File: config.mk
export PLATFORM = sky130hd
export DESIGN_NAME = param_calculator
export DESIGN_NICKNAME = d
export VERILOG_FILES = /design/src/rtl/param_calculator.sv
export SDC_FILE = /design/constraint.sdc
export NUM_CORES = 1
export LEC_CHECK = 0
export CORE_ASPECT_RATIO = 1.75
export CORE_MARGIN = 2
export CORE_UTILIZATION = 63
export CTS_CLUSTER_SIZE = 28
export DETAILED_ROUTE_END_ITERATION = 8
export PLACE_DENSITY = 0.86
export SYNTH_ARGS = -nofsm -noshare
export SYNTH_HDL_FRONTEND = slang
export SYNTH_SLANG_ARGS = --single-unit
File: constraint.sdc
create_clock -name clk -period 5.5 [get_ports clk]
set_input_delay 1.375 -clock clk [delete_from_list [all_inputs] [get_ports clk]]
set_output_delay 1.375 -clock clk [all_outputs]
set_load 0.01 [all_outputs]
File: src/rtl/param_calculator.sv
// param_calculator: a four-step calculator.
// The user dials in operand A, operand B and an opcode with rotary steps and
// commits each value with select. The registered ALU result is shown on the display.
// State is visible on state_out.
// Input handshake: select_pulse, inc_pulse and dec_pulse are single-cycle strobes.
// Each one is acted on at the rising edge where it is high. No acknowledge is returned.
// restart is a level input. It holds the block in IDLE for as long as it is high.
module param_calculator #(
    parameter int WIDTH    = 8,
    parameter int CHAIN_EN = 1
) (
    input  logic             clk,
    input  logic             rst,
    input  logic             select_pulse,
    input  logic             restart,
    input  logic             inc_pulse,
    input  logic             dec_pulse,
    output logic [WIDTH-1:0] disp_value,
    output logic             disp_en,
    output logic [2:0]       state_out,
    output logic [WIDTH-1:0] result,
    output logic             led_flag,
    output logic             result_valid
);

    typedef enum logic [2:0] {
        S_IDLE      = 3'd0,
        S_OPERAND_A = 3'd1,
        S_OPERAND_B = 3'd2,
        S_OP_SELECT = 3'd3,
        S_RESULT    = 3'd4
    } state_t;

    state_t           state_q, state_d;
    logic [WIDTH-1:0] entry_q, entry_d;
    logic [WIDTH-1:0] a_q, a_d;
    logic [WIDTH-1:0] b_q, b_d;
    logic [2:0]       op_q, op_d;
    logic [WIDTH-1:0] result_q, result_d;
    logic             flag_q, flag_d;
    logic             valid_q, valid_d;

    logic [WIDTH-1:0]   alu_res;
    logic               alu_flag;
    logic [WIDTH:0]     sum_w;
    logic [2*WIDTH-1:0] prod_w;
    logic [3:0]         shamt;

    // ALU: operands come from a_q/b_q, and the opcode is the live entry value.
    always_comb begin
        sum_w    = {1'b0, a_q} + {1'b0, b_q};
        prod_w   = {{WIDTH{1'b0}}, a_q} * {{WIDTH{1'b0}}, b_q};
        shamt    = b_q[3:0];
        alu_res  = '0;
        alu_flag = 1'b0;
        case (entry_q[2:0])
            3'd0: begin
                alu_res  = sum_w[WIDTH-1:0];
                alu_flag = sum_w[WIDTH];
            end
            3'd1: begin
                alu_res  = a_q - b_q;
                alu_flag = (a_q < b_q);
            end
            3'd2: alu_res = a_q & b_q;
            3'd3: alu_res = a_q | b_q;
            3'd4: alu_res = a_q ^ b_q;
            3'd5: alu_res = (32'(shamt) >= WIDTH) ? '0 : (a_q << shamt);
            3'd6: alu_res = (32'(shamt) >= WIDTH) ? '0 : (a_q >> shamt);
            default: begin
                alu_res  = prod_w[WIDTH-1:0];
                alu_flag = |prod_w[2*WIDTH-1:WIDTH];
            end
        endcase
        // Logic and shift ops report a zero result on the flag.
        if (entry_q[2:0] inside {3'd2, 3'd3, 3'd4, 3'd5, 3'd6}) begin
            alu_flag = (alu_res == '0);
        end
    end

    // Next state: restart beats select, and select beats rotary steps.
    always_comb begin
        state_d  = state_q;
        entry_d  = entry_q;
        a_d      = a_q;
        b_d      = b_q;
        op_d     = op_q;
        result_d = result_q;
        flag_d   = flag_q;
        valid_d  = valid_q;
        if (restart || (state_q > S_RESULT)) begin
            state_d = S_IDLE;
        end else if (select_pulse) begin
            case (state_q)
                S_IDLE:      state_d = S_OPERAND_A;
                S_OPERAND_A: begin
                    a_d     = entry_q;
                    state_d = S_OPERAND_B;
                end
                S_OPERAND_B: begin
                    b_d     = entry_q;
                    state_d = S_OP_SELECT;
                end
                S_OP_SELECT: begin
                    op_d     = entry_q[2:0];
                    result_d = alu_res;
                    flag_d   = alu_flag;
                    valid_d  = 1'b1;
                    state_d  = S_RESULT;
                end
                default: begin
                    if (CHAIN_EN != 0) begin
                        a_d     = result_q;
                        valid_d = 1'b0;
                        state_d = S_OPERAND_B;
                    end else begin
                        state_d = S_IDLE;
                    end
                end
            endcase
        end else if (inc_pulse != dec_pulse) begin
            // The opcode entry stays in the range 0..7. Operand entries wrap over the full width.
            if (state_q == S_OP_SELECT) begin
                entry_d = {{(WIDTH-3){1'b0}},
                           inc_pulse ? (entry_q[2:0] + 3'd1) : (entry_q[2:0] - 3'd1)};
            end else begin
                entry_d = inc_pulse ? (entry_q + WIDTH'(1)) : (entry_q - WIDTH'(1));
            end
        end
        // Each new state starts with a fresh entry, so any step in the changing cycle is dropped.
        if (state_d != state_q) begin
            entry_d = '0;
        end
        if (state_d == S_IDLE) begin
            result_d = '0;
            flag_d   = 1'b0;
            valid_d  = 1'b0;
        end
    end

    // State and datapath registers, with synchronous reset.
    always_ff @(posedge clk) begin
        if (rst) begin
            state_q  <= S_IDLE;
            entry_q  <= '0;
            a_q      <= '0;
            b_q      <= '0;
            op_q     <= '0;
            result_q <= '0;
            flag_q   <= 1'b0;
            valid_q  <= 1'b0;
        end else begin
            state_q  <= state_d;
            entry_q  <= entry_d;
            a_q      <= a_d;
            b_q      <= b_d;
            op_q     <= op_d;
            result_q <= result_d;
            flag_q   <= flag_d;
            valid_q  <= valid_d;
        end
    end

    // Display mux, decoded from registered state only.
    always_comb begin
        disp_value = '0;
        disp_en    = 1'b0;
        case (state_q)
            S_OPERAND_A, S_OPERAND_B: begin
                disp_value = entry_q;
                disp_en    = 1'b1;
            end
            S_OP_SELECT: begin
                disp_value = {{(WIDTH-3){1'b0}}, entry_q[2:0]};
                disp_en    = 1'b1;
            end
            S_RESULT: begin
                disp_value = result_q;
                disp_en    = 1'b1;
            end
            default: ;
        endcase
    end

    assign state_out    = state_q;
    assign result       = result_q;
    assign led_flag     = flag_q;
    assign result_valid = valid_q;

endmodule

==> run summary <==
run metrics: status complete, but fails checks, failing checks design-rule violations, dpl ws 0.166 ns, DR vias/cell 6.59, global-route wire length before repair 28300 um, VDD IR-drop max 0.184 mV, placed cell count 827, Residual DRC 1, Yosys reg bits 37, Core Box Area 8670 um2, clk_skew 0.00869 ns, Hold Violations, Final 0, global route overflow 0, area grow syn2layout 9.09%, Mapped Avg Cell Area 8.05 um2, Critical Path AT 5.44 ns, number of global-route vias before repair 5599, total track usage 38.8%, IO Count 28, post-DP HPWL 14700 um, hold crit path type flop to flop, largest net degree at the start of global routing 21, post-DR wirelength/cell 21.7 um, worst skew pair latency 0.29 ns, Leakage 2.66 nW, Max-area cell share 16.2%, Logic pwr share 18.4%, worst setup margin 0.199 ns, post_cts resized 0, most frequent cell after synthesis inv_1, Reg clk slew, reported paths 0.06 ns, cell type taking the most area combinational gates
## critical path, delay by kind of cell (launching register included)
kind | cells | cell delay [ns]
buffers and inverters | 1 | 0.04
XOR/XNOR | 1 | 0.11
AND-OR/OR-AND | 6 | 1.77
flip-flops | 1 | 0.50
adder cells (fa/ha/maj) | 5 | 2.40
AND/OR/NAND/NOR | 2 | 0.33
## power groups by stage
stage	sequential (mW)	combinational [mW]	clock [mW]
floorplan	0.283	0.0866	0
detailed placement	0.287	0.123	0
global placement	0.287	0.120	0
global route	0.282	0.135	0.294
finish	0.282	0.127	0.285
CTS	0.281	0.124	0.284
## cell families after synthesis
kind of cell	share of synthesized area, %
AND-OR/OR-AND	20.7
adder cells (fa/ha/maj)	30.0
multiplexers	4.04
flip-flops	13.1
XOR/XNOR	4.19
AND/OR/NAND/NOR	19.0
buffers and inverters	8.91
## routing by layer
metal | vias to the layer above | GRT usage, % | share of wire [%]
met4 | 0 | 26.0 | 7.8
li1 | 2448 | - | -
met2 | 336 | 69.7 | 52
met5 | - | 0 | 0
met1 | 2632 | 38.8 | 33
met3 | 85 | 6.84 | 7.1
## state kept, by name, summed over array words and instances (netlist names)
name          flops
a_q               8
b_q               8
entry_q           8
led_flag          1
result            8
result_valid      1
state_out         3
## path summary, 6_finish.rpt
check	from	end	slack (ns)
max	a_q[4]$_SDFFE_PP0P_	led_flag$_SDFFE_PP0P_	0.20
min	result_valid$_SDFFE_PP0P_	result_valid$_SDFFE_PP0P_	0.49
max reg2reg	a_q[4]$_SDFFE_PP0P_	led_flag$_SDFFE_PP0P_	0.20
min reg2reg	result_valid$_SDFFE_PP0P_	result_valid$_SDFFE_PP0P_	0.49
The metal 1 layer:
(3 px per um)
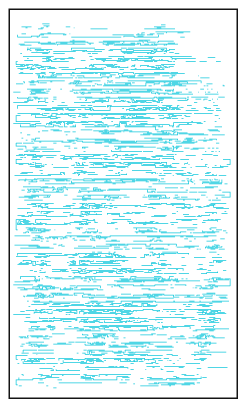
The wires run mostly horizontal. The longest straight run is 42.3 um. The layer carries 6050 um of wire. The layer holds 33% of the routed length. 770 nets have wire on it.
final wirelength: 18100 um
Vias: 5501
GRT met1 Usage: 38.8%

Logic cells by family:
(3 px per um)
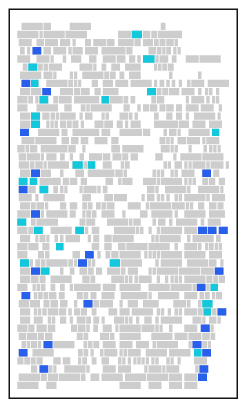
Key: non-inverting ao/oa cells = cyan [cells 26]; xor and xnor cells = blue [cells 27, where all over the die]
Finished Layout Cells: 835
Top cell excl fill/tap: inv_1
combinational share of cell area: 71.5%

Close-up of the layout:
Region (44, 84) to (69, 109) um. Cells in grey, sequential cells in the stronger grey; small squares are vias.
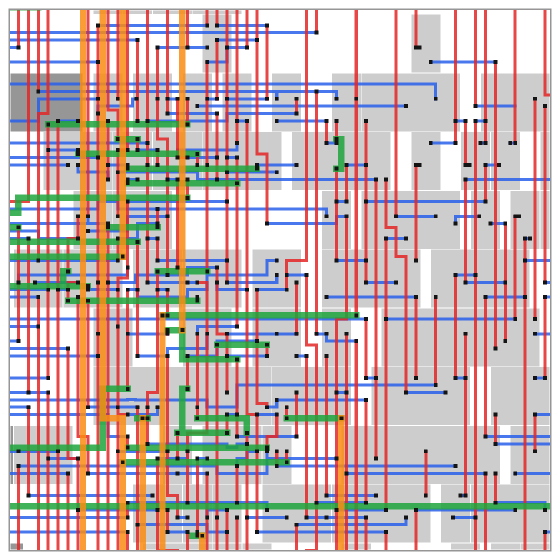
Key: M3 = green; M2 = red; M1 = blue; M4 = orange
52 logic cells have their middle in the window. Sequential cells in the window: 0. Most frequent: ha_1 (9), nor2_1 (7), inv_1 (7).

Register map, names as in the netlist:
(4 px per um) Other sequential cells in the stronger grey, the rest of the logic in the fainter grey.
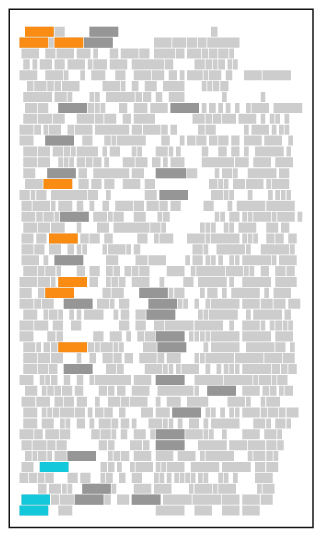
Key: `state_out` = cyan [sequential cells 3]; `entry_q` = orange [sequential cells 8]
Another 26 sequential cells are not coloured.
Sequential Area: 742 um2
Seq/total area: 12.1%

No activity file was given, so power comes from the tool's default toggle rates.
